### Congestion heat map, run 1

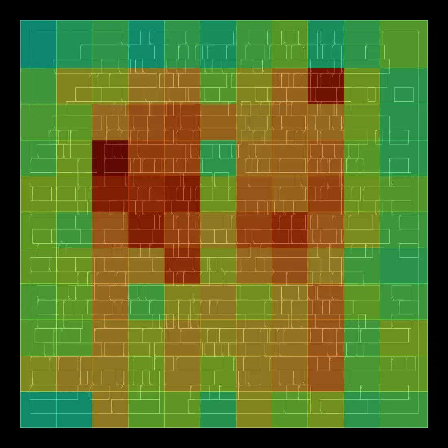
### Sequential cells grouped by signal name, run 1

Drawn at 6 px/micron. Other sequential cells in the stronger grey, the rest of the logic in the fainter grey.
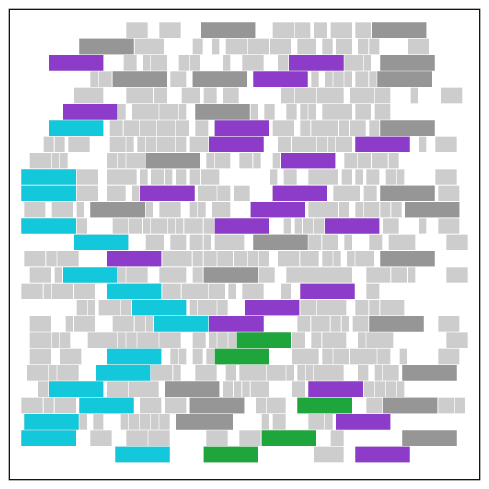
### A small window of the routed layout, run 1

Window x 46 to 71, y 46 to 71 microns. Cells in grey, sequential cells in the stronger grey; small squares are vias.
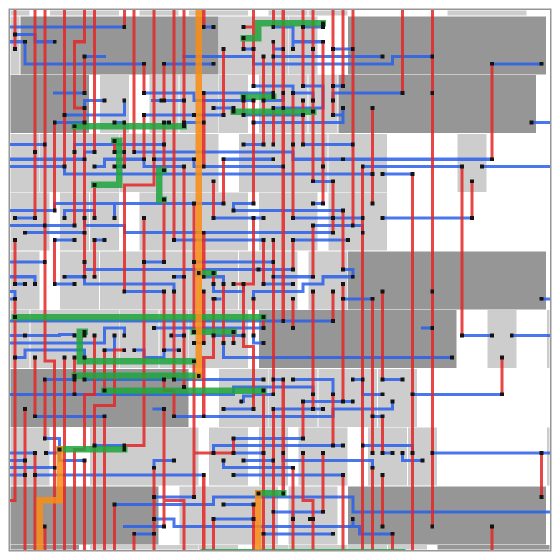
### config.mk
export PLATFORM = sky130hd
export DESIGN_NAME = bcd_converter
export DESIGN_NICKNAME = d
export VERILOG_FILES = /design/src/rtl/bcd_converter.sv
export SDC_FILE = /design/constraint.sdc
export NUM_CORES = 1
export LEC_CHECK = 0
export CAP_MARGIN = 20
export CORE_MARGIN = 1.5
export CORE_UTILIZATION = 60
export DETAILED_ROUTE_END_ITERATION = 8
export PLACE_DENSITY = 0.89
export SYNTH_ARGS = -nofsm -noshare
export SYNTH_HDL_FRONTEND = slang
export SYNTH_SLANG_ARGS = --single-unit
### constraint.sdc
create_clock -name clock -period 6.31 [get_ports clock]
set_clock_uncertainty 0.2 [all_clocks]
set_input_delay 1.262 -clock clock [delete_from_list [all_inputs] [get_ports clock]]
set_output_delay 1.262 -clock clock [all_outputs]
set_load 0.03 [all_outputs]
### src/rtl/bcd_converter.sv
// bcd_converter: sequential shift-and-add-3 (double dabble) binary-to-BCD converter.
// Accepts a WIDTH-bit value on start while ready, processes one bit per clock,
// and publishes packed BCD digits (digit 0 in bits [3:0]) with a one-cycle done pulse.
module bcd_converter #(
    parameter int WIDTH  = 16,
    parameter int DIGITS = 5
) (
    input  logic                  clock,
    input  logic                  n_rst,
    input  logic                  start,
    input  logic [WIDTH-1:0]      bin,
    output logic                  ready,
    output logic                  done,
    output logic [4*DIGITS-1:0]   bcd
);

    localparam int CW = $clog2(WIDTH + 1);
    localparam logic [CW-1:0] LAST = CW'(WIDTH - 1);

    typedef enum logic {
        IDLE,
        SHIFT
    } state_t;

    state_t              state;
    logic [WIDTH-1:0]    bin_reg;
    logic [4*DIGITS-1:0] work;
    logic [CW-1:0]       count;

    logic [4*DIGITS-1:0] adjusted;
    logic [4*DIGITS-1:0] shifted;

    // Add-3 correction on every working digit >= 5, then shift in the next binary MSB
    always_comb begin
        adjusted = work;
        for (int unsigned i = 0; i < DIGITS; i++) begin
            if (work[4*i +: 4] >= 4'd5) begin
                adjusted[4*i +: 4] = work[4*i +: 4] + 4'd3;
            end
        end
        shifted = {adjusted[4*DIGITS-2:0], bin_reg[WIDTH-1]};
    end

    // Control FSM with registered ready/done/bcd outputs
    always_ff @(posedge clock or negedge n_rst) begin
        if (!n_rst) begin
            state   <= IDLE;
            ready   <= 1'b1;
            done    <= 1'b0;
            bcd     <= '0;
            bin_reg <= '0;
            work    <= '0;
            count   <= '0;
        end else begin
            done <= 1'b0;
            case (state)
                IDLE: begin
                    if (start) begin
                        bin_reg <= bin;
                        work    <= '0;
                        count   <= '0;
                        ready   <= 1'b0;
                        state   <= SHIFT;
                    end
                end
                SHIFT: begin
                    work    <= shifted;
                    bin_reg <= {bin_reg[WIDTH-2:0], 1'b0};
                    count   <= count + 1'b1;
                    if (count == LAST) begin
                        bcd   <= shifted;
                        done  <= 1'b1;
                        ready <= 1'b1;
                        state <= IDLE;
                    end
                end
                default: begin
                    state <= IDLE;
                    ready <= 1'b1;
                end
            endcase
        end
    end

endmodule

==> impl_metrics.yaml, run 1 <==
# physical design summary
pwr:
  swShare_pct: 42.8
  clockPowerShare_pct: 18.1
  power.switching_mw: 0.898
  cellPowerDensity_nw_per_um2: 527
final_timing:
  finalCriticalPeriod_ns: 3.15
  rsz0062_at_grt: "false"
  fin_tns_setup_ns: 0
  setup_slack_ns: 3.16
  period_used_pct: 50.0
clocking:
  cts_hold_repair.buffers: 0
  cts_resized: 0
  cts.clk_slew.worst_paths_ns: 0.07
  root_buffer: "clkbuf_8"
  cts_inserted_buffers: 9
setup_path:
  startpoint_type: "flip-flop"
  crit_fanout: 33
  endpoint: "bcd[13]$_DFFE_PN0P_"
  critPathLaunch: "count[0]$_DFFE_PN0P_"
  reg2reg_depth: 7
  path_cells: "ha_1 -> and3_1 -> ha_1 -> nand2_2 -> clkinv_1 -> a31oi_1 -> o311ai_0"
yosys:
  fp_nets: 386
  ys_sh_simple_pct: 17.1
  yosys.stat.seqShare_pct: 47.3
  async_reset_ff_share_pct: 100
  top_area_cell: "dfrtp_1"
  ys_sh_aoi_pct: 20.1
global_route:
  gr-total-overflow: 0
drt:
  wl_met1_microns: 3120
  drc_errors: 0
  via_per_inst: 6.40
  vias: 2943
  routed-wl-met3_microns: 497
  dr.pass1.iters: 5
cells_and_area:
  buf_share_pct: 10.5
  area_growth_syn_to_layout_pct: 17.6
  inverters: 18
  seq-cell-share_pct: 40.2
  layout_top_cells: "dfrtp_1 (63), nand2_1 (51), clkdlybuf4s50_1 (39)"
  nFillCells: 404
  nNonClkBuffers: 43
hold_path:
  min_path_cells: 2
place:
  dp.cells: 444
  gp_congestion: 0.840
  dp_slack_ns: 3.00
floorplan:
  num_rows: 27
  dieWidth_microns: 78.2
run_status:
  outcome: "completed"
## Picture notes: 'Congestion heat map'
GRT met2 Usage: 44.2%
grt met1 use: 36.1%
Total GRT Usage: 27.2%
grt met3 use: 4.19%

## Picture notes: 'Sequential cells grouped by signal name'
`bin_reg`: in cyan, sequential cells 16. `count`: in green, sequential cells 5, where bottom middle. `work`: in purple, sequential cells 20.
Final Core Density: 72.8%
Flop area: 1600 sq um

## Picture notes: 'A small window of the routed layout'
M4: in orange. M3: in green. M2: in red. M1: in blue.
Netlist names of flops here include `bcd` (4), `work` (4). 51 logic cells have their middle in the window. Most frequent: nand2_1 (9), dfrtp_1 (8). Sequential cells in the window: 8.

==> inputs of run 2 (changes only) <==
Settings changed: CORE_UTILIZATION 60 to 56, PLACE_DENSITY 0.89 to 0.84.
Clock period 6.31 ns to 3.05 ns, I/O delays scaled along.
### Gate families picked out, run 2

Drawn at 3 px/micron.
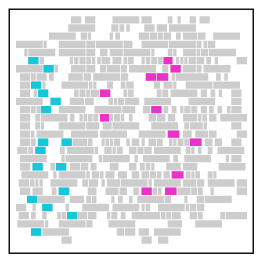
mux cells: in cyan, cells 16, most used mux2i_1. non-inverting ao/oa cells: in magenta, cells 12, most used a2111o_1.

==> run 2 against run 1 <==
Maximum frequency up 27%. Sequential share of layout area fell by 0.13 points. Critical path type unchanged. Largest power group unchanged. Highest routed layer unchanged. Sequential power rose by 110%. Worst setup slack got worse by 2.6 ns. Combinational power is 100% higher. Count of clock-buffer cells in the layout down 1. First-iteration DRC count shrank 24%.
==> impl_metrics.yaml, run 2 <==
# physical design summary
run_status:
  outcome: "completed"
place:
  dp_slack_ns: 0.613
  gp_congestion: 0.886
  dp.cells: 449
pwr:
  clockPowerShare_pct: 17.4
  swShare_pct: 42.5
  power.switching_mw: 1.81
  cellPowerDensity_nw_per_um2: 1070
global_route:
  use_met2_pct: 40.7
  grt_usage_pct: 24.4
  gr-total-overflow: 0
  grt_util_met1_pct: 31.2
cells_and_area:
  layout_top_cells: "dfrtp_1 (63), nand2_1 (51), clkdlybuf4s50_1 (39)"
  area_growth_syn_to_layout_pct: 18.0
  buf_share_pct: 11.1
  regArea_sq_um: 1600
  seq-cell-share_pct: 40.1
  inverters: 18
  final_core_util_pct: 67.9
  nFillCells: 481
job:
  warnings: 31
drt:
  routed-wl-met3_microns: 292
  drc_errors: 0
  via_per_inst: 5.95
  vias: 2768
  dr.pass1.iters: 4
  wl_met1_microns: 3290
clocking:
  cts_inserted_buffers: 9
  root_buffer: "clkbuf_8"
  cts_resized: 0
  cts.clk_slew.worst_paths_ns: 0.07
yosys:
  top_area_cell: "dfrtp_1"
  ys_sh_aoi_pct: 20.1
  ys_sh_simple_pct: 17.1
  fp_nets: 386
setup_path:
  endpoint: "bcd[13]$_DFFE_PN0P_"
  path_cells: "ha_1 -> and3_1 -> ha_1 -> nand2_2 -> clkinv_1 -> a31oi_1 -> o311ai_0"
  reg2reg_depth: 7
  startpoint_type: "flip-flop"
  critPathLaunch: "count[0]$_DFFE_PN0P_"
final_timing:
  fin_tns_setup_ns: 0
  finalCriticalPeriod_ns: 2.48
  rsz0062_at_grt: "false"
  period_used_pct: 81.2
  final_hold_viol_count: 0
floorplan:
  num_rows: 28
  dieWidth_microns: 80.8
Power and IR drop assume default switching activity.
